$ cat src/rtl/regfile_dump_reader_pkg.sv
// Shared widths and FSM state encoding for the register-file dump reader.
package regfile_dump_reader_pkg;
   localparam int ADDR_W = 5;   // register index width, matches the register file
   localparam int DATA_W = 32;  // register word width, matches the register file

   typedef enum logic [1:0] {
      ST_IDLE  = 2'd0,
      ST_ISSUE = 2'd1,
      ST_HOLD  = 2'd2,
      ST_DONE  = 2'd3
   } state_t;
endpackage

$ cat src/rtl/regfile_dump_reader_if.sv
// Control, register-file read port and output stream of the dump reader.
// The slave side is the reader itself. The master side is the requester/consumer,
// which also returns ReadData from the register file.
interface regfile_dump_reader_if;
   import regfile_dump_reader_pkg::*;

   logic              Start;
   logic              Abort;
   logic [ADDR_W-1:0] ReadReg;
   logic [DATA_W-1:0] ReadData;
   logic              OutValid;
   logic              OutReady;
   logic [ADDR_W-1:0] OutIndex;
   logic [DATA_W-1:0] OutData;
   logic              Busy;
   logic              Done;

   modport slave (
      input  Start, Abort, ReadData, OutReady,
      output ReadReg, OutValid, OutIndex, OutData, Busy, Done
   );

   modport master (
      output Start, Abort, ReadData, OutReady,
      input  ReadReg, OutValid, OutIndex, OutData, Busy, Done
   );
endinterface

$ cat src/rtl/regfile_dump_reader.sv
// Walks register indices FIRST_REG..NUM_REGS-1 through one register-file read
// port. Each returned word is presented as an {index, data} valid/ready stream.
// There is no write interlock: each word is the register value at its own read edge.
module regfile_dump_reader
   import regfile_dump_reader_pkg::*;
#(
   parameter int NUM_REGS     = 32,
   parameter int READ_LATENCY = 1,
   parameter int FIRST_REG    = 0
) (
   input  logic                   Clock,
   input  logic                   Reset_L,
   regfile_dump_reader_if.slave   bus
);
   localparam int                CNT_W     = $clog2(READ_LATENCY + 1) + 1;
   localparam logic [CNT_W-1:0]  LAT_LAST  = CNT_W'(READ_LATENCY);
   localparam logic [ADDR_W-1:0] LAST_IDX  = ADDR_W'(NUM_REGS - 1);
   localparam logic [ADDR_W-1:0] FIRST_IDX = ADDR_W'(FIRST_REG);

   state_t            r_state;
   logic [ADDR_W-1:0] r_addr;
   logic [CNT_W-1:0]  r_cnt;
   logic [ADDR_W-1:0] r_read_reg;
   logic              r_out_valid;
   logic [ADDR_W-1:0] r_out_index;
   logic [DATA_W-1:0] r_out_data;
   logic              r_busy;
   logic              r_done;

   assign bus.ReadReg  = r_read_reg;
   assign bus.OutValid = r_out_valid;
   assign bus.OutIndex = r_out_index;
   assign bus.OutData  = r_out_data;
   assign bus.Busy     = r_busy;
   assign bus.Done     = r_done;

   // Dump FSM with registered outputs. Abort outranks everything except reset.
   always_ff @(posedge Clock or negedge Reset_L) begin
      if (!Reset_L) begin
         r_state     <= ST_IDLE;
         r_addr      <= '0;
         r_cnt       <= '0;
         r_read_reg  <= '0;
         r_out_valid <= 1'b0;
         r_out_index <= '0;
         r_out_data  <= '0;
         r_busy      <= 1'b0;
         r_done      <= 1'b0;
      end else if (bus.Abort && r_state != ST_IDLE) begin
         // A word waiting in HOLD is dropped, even if OutReady is high this cycle.
         r_state     <= ST_IDLE;
         r_cnt       <= '0;
         r_read_reg  <= '0;
         r_out_valid <= 1'b0;
         r_busy      <= 1'b0;
         r_done      <= 1'b0;
      end else begin
         case (r_state)
            ST_IDLE: begin
               if (bus.Start) begin
                  r_state    <= ST_ISSUE;
                  r_addr     <= FIRST_IDX;
                  r_read_reg <= FIRST_IDX;
                  r_cnt      <= '0;
                  r_busy     <= 1'b1;
               end
            end
            ST_ISSUE: begin
               // ReadReg has been stable for READ_LATENCY edges. ReadData is valid now.
               if (r_cnt == LAT_LAST) begin
                  r_out_data  <= bus.ReadData;
                  r_out_index <= r_addr;
                  r_out_valid <= 1'b1;
                  r_state     <= ST_HOLD;
               end else begin
                  r_cnt <= r_cnt + CNT_W'(1);
               end
            end
            ST_HOLD: begin
               if (bus.OutReady) begin
                  r_out_valid <= 1'b0;
                  // Compare before incrementing, so the index never wraps.
                  if (r_addr == LAST_IDX) begin
                     r_state    <= ST_DONE;
                     r_read_reg <= '0;
                     r_done     <= 1'b1;
                  end else begin
                     r_state    <= ST_ISSUE;
                     r_addr     <= r_addr + ADDR_W'(1);
                     r_read_reg <= r_addr + ADDR_W'(1);
                     r_cnt      <= '0;
                  end
               end
            end
            ST_DONE: begin
               r_state <= ST_IDLE;
               r_done  <= 1'b0;
               r_busy  <= 1'b0;
            end
            default: r_state <= ST_IDLE;
         endcase
      end
   end
endmodule

$ cat src/flat_wrapper.sv
// flat-port wrapper written by rule: the top's interface ports become plain ports
module regfile_dump_reader_flat import regfile_dump_reader_pkg::*;
#(
   parameter int NUM_REGS     = 32,
   parameter int READ_LATENCY = 1,
   parameter int FIRST_REG    = 0
)
  (Clock, Reset_L, bus_Start, bus_Abort, bus_ReadData, bus_OutReady, bus_ReadReg, bus_OutValid, bus_OutIndex, bus_OutData, bus_Busy, bus_Done);
  regfile_dump_reader_if bus_i ();
  input  logic Clock;
  input  logic Reset_L;
  input wire logic [$bits(bus_i.Start)-1:0] bus_Start;
  input wire logic [$bits(bus_i.Abort)-1:0] bus_Abort;
  input wire logic [$bits(bus_i.ReadData)-1:0] bus_ReadData;
  input wire logic [$bits(bus_i.OutReady)-1:0] bus_OutReady;
  output wire logic [$bits(bus_i.ReadReg)-1:0] bus_ReadReg;
  output wire logic [$bits(bus_i.OutValid)-1:0] bus_OutValid;
  output wire logic [$bits(bus_i.OutIndex)-1:0] bus_OutIndex;
  output wire logic [$bits(bus_i.OutData)-1:0] bus_OutData;
  output wire logic [$bits(bus_i.Busy)-1:0] bus_Busy;
  output wire logic [$bits(bus_i.Done)-1:0] bus_Done;
  assign bus_i.Start = bus_Start;
  assign bus_i.Abort = bus_Abort;
  assign bus_i.ReadData = bus_ReadData;
  assign bus_i.OutReady = bus_OutReady;
  assign bus_ReadReg = bus_i.ReadReg;
  assign bus_OutValid = bus_i.OutValid;
  assign bus_OutIndex = bus_i.OutIndex;
  assign bus_OutData = bus_i.OutData;
  assign bus_Busy = bus_i.Busy;
  assign bus_Done = bus_i.Done;
  regfile_dump_reader #(.NUM_REGS(NUM_REGS), .READ_LATENCY(READ_LATENCY), .FIRST_REG(FIRST_REG)) u_core (.Clock(Clock), .Reset_L(Reset_L), .bus(bus_i));
endmodule
$ cat config.mk
export PLATFORM = sky130hd
export DESIGN_NAME = regfile_dump_reader_flat
export DESIGN_NICKNAME = d
export VERILOG_FILES = /design/src/rtl/regfile_dump_reader_pkg.sv /design/src/rtl/regfile_dump_reader_if.sv /design/src/rtl/regfile_dump_reader.sv /design/src/flat_wrapper.sv
export SDC_FILE = /design/constraint.sdc
export NUM_CORES = 1
export LEC_CHECK = 0
export CORE_MARGIN = 4
export CORE_UTILIZATION = 25
export DETAILED_ROUTE_END_ITERATION = 8
export HOLD_SLACK_MARGIN = 0.15
export MAX_ROUTING_LAYER = met4
export SKIP_LAST_GASP = 1
export SYNTH_ARGS = -nofsm -noshare
export SYNTH_HDL_FRONTEND = slang
export SYNTH_SLANG_ARGS = --single-unit
$ cat constraint.sdc
create_clock -name Clock -period 4.56 [get_ports Clock]
set_input_delay 0.912 -clock Clock [delete_from_list [all_inputs] [get_ports Clock]]
set_output_delay 0.912 -clock Clock [all_outputs]
set_load 0.005 [all_outputs]
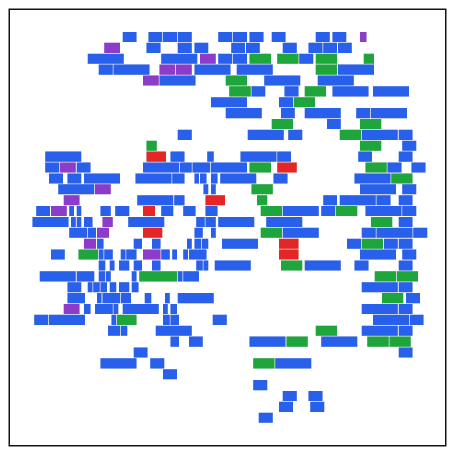
Fig. 1. Drive-strength map.
(4 px per um)
[drive 2] purple | cells: 15 | share: 5.6%
[drive 6 and up] red | cells: 7 | share: 2.6%
[drive 3 to 4] green | cells: 36 | share: 13%
[drive 1 or less] blue | cells: 210 | share: 78%

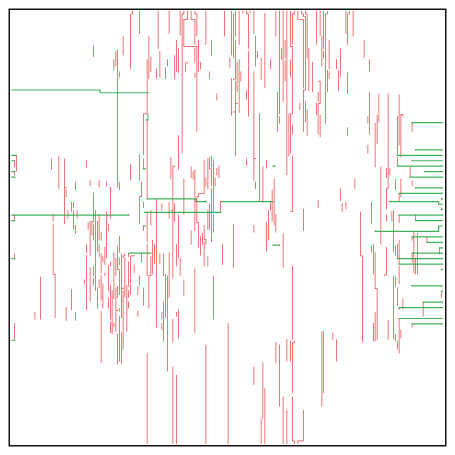
Fig. 2. Routed metal, one color a layer.
(4 px per um) Two of the layers only.
[met3] green | wire length: 334 um
[met2] red | wire length: 2630 um

==> flow_summary.yaml <==
# physical design summary
layout:
  clock_buffer_count: 6
  post_route_cells_drive_above_1_share: 0.216
  insertedDiodeCount: 0
  post_route_cell_area_sq_um: 3560
  nNonClkInverters: 7
  lay_top_cells: "80 x sky130_fd_sc_hd__clkdlybuf4s50_1, 54 x sky130_fd_sc_hd__dfrtp_1, 30 x sky130_fd_sc_hd__mux2_4, 10 x sky130_fd_sc_hd__nor2_1, 10 x sky130_fd_sc_hd__mux2_2"
  final-nonclk-buf-share: 0.230
  largest_register_ffs: 32
  largest_cell_class: "flip-flops and latches"
  fillCellCount: 970
  postLayoutCoreUtil: 0.363
  combAreaFraction: 0.308
  ff_count: 54
  comb_area_sq_um: 1100
  count_of_non_filler_cells_in_the_finished_layout: 401
  seq_share: 0.379
  final_common_cell: "sky130_fd_sc_hd__clkdlybuf4s50_1"
synth:
  yosys.stat.seqShare: 0.533
  synth-adder-area-share: 0.0345
  simple_gate_share: 0.0784
  ys.flops: 54
  synth.logic.top_family: "multiplexers"
  yosys_most_used_dff: "sky130_fd_sc_hd__dfrtp_1"
  post_synth_xor_area_fraction: 0.00690
  synth.mux.area_fraction: 0.230
  synth-edff-count: 0
  synth.top_cell.area_share: 0.533
  post_synth_ao_oa_area_fraction: 0.0819
  mappedNetlistArea_sq_um: 2540
  ys_warn_count: 0
  synth.most_common_cell: "sky130_fd_sc_hd__dfrtp_1"
  top_area_cell: "sky130_fd_sc_hd__dfrtp_1"
  synth.lib_cells_used.distinct: 36
  post_synth_most_frequent_cells: "54 x sky130_fd_sc_hd__dfrtp_1, 30 x sky130_fd_sc_hd__mux2_4, 10 x sky130_fd_sc_hd__mux2_2, 10 x sky130_fd_sc_hd__nor2_1, 8 x sky130_fd_sc_hd__o21ai_0"
final_timing:
  fin_worst_skew_ns: 0.00871
  timing.hold.ws_ns: 0.495
  final.period_utilization: 0.603
  final-hold-violation-count: 0
  setup-tns-final_ns: 0
  finalWorstPathRequiredPeriod_ns: 2.75
  setup_ws_ns: 1.81
  final-max-slew-violation-count: 0
  rsz0062_at_grt: "no"
  fmax_mhz: 364
  timing.max_slew.rel_slack: 0.531
critical_path:
  crit_path_end: "u_core.bus.OutData[23]$_DFFE_PN0P_"
  register_to_register_setup_slack_ns: 1.83
  critPathLaunch: "bus_Abort"
  critical_r2r_capture: "u_core.bus.OutData[23]$_DFFE_PN0P_"
  timing.critical_path.cells: "clkdlybuf4s50_1 > nand2b_2 > and2_2 > buf_4 > mux2_4"
  crit-reg2reg-launch: "u_core.r_state[1]$_DFFE_PN0P_"
  critical-path-max-stage-delay_ns: 0.57
  critical-path-slowest-cell: "sky130_fd_sc_hd__clkdlybuf4s50_1"
  critical_path_buf_inv_count: 2
floorplan:
  design.die.area_sq_um: 11800
  die-width_um: 109
  io_pins: 82
  die_h_um: 109
  tapcell.inserted: 133
clock_tree:
  cts.path.max_buffers: 2
  cts.sink_count: 54
  hold_buffers: 0
  cts.htree.levels: 2
  insertion_delay_ns: 0.31
  cts-resized-gates: 0
pwr:
  pwr-share-clk: 0.148
  net-switching-power_uw: 597
  worst_case_vdd_ir_drop_mv: 0.190
  internal_power_uw: 1390
  power.share.switching: 0.300
  powerDensity_nw_per_um2: 558
routing:
  postRouteAntennaNets: 0
  detail_route.wirelength_mm: 5.54
  wl_per_cell_um: 13.8
  post_drt_via_cell_ratio: 4.14
  drcViolationCount: 0
  dr.pass1.iters: 4
run:
  cap_viol_max_count: 0
placement:
  dpl_worst_slack_ns: 1.46
  numPlacedInstances: 393
  place.port_buffers: 81
  place.gp.congestion: 0.820
hold_path:
  min_path_cells: 1
  worstHoldStart: "u_core.bus.ReadReg[1]$_DFFE_PN0P_"
  min_to: "u_core.bus.ReadReg[1]$_DFFE_PN0P_"
  worst_hold_path_type: "flop to flop"
grt:
  global_route.overflow_total: 0
  grt_antenna_before_repair: 0
  largest_net_degree_at_the_start_of_global_routing: 55
  grt_util_all_layers: 0.0984
run_status:
  status: "finished, final reports clean"
per-layer routing:
| layer | wire length [um] | GRT usage | part of all wire | vias up |
|---|---|---|---|---|
| met1 | 2530 | 0.134 | 0.46 | 795 |
| met5 | 0 | - | 0 | - |
| met4 | 39 | 0.0271 | 0.0070 | 0 |
| li1 | - | - | - | 810 |
| met3 | 334 | 0.0249 | 0.060 | 8 |
| met2 | 2630 | 0.146 | 0.48 | 47 |
power groups by stage:
stage | combinational, uW | clock (uW) | sequential, uW
after floorplan | 509 | 0 | 779
after global placement | 928 | 0 | 780
after detailed placement | 939 | 0 | 775
after CTS | 942 | 308 | 769
after global routing | 1010 | 327 | 796
final | 926 | 294 | 767
Power and IR drop assume default switching activity.
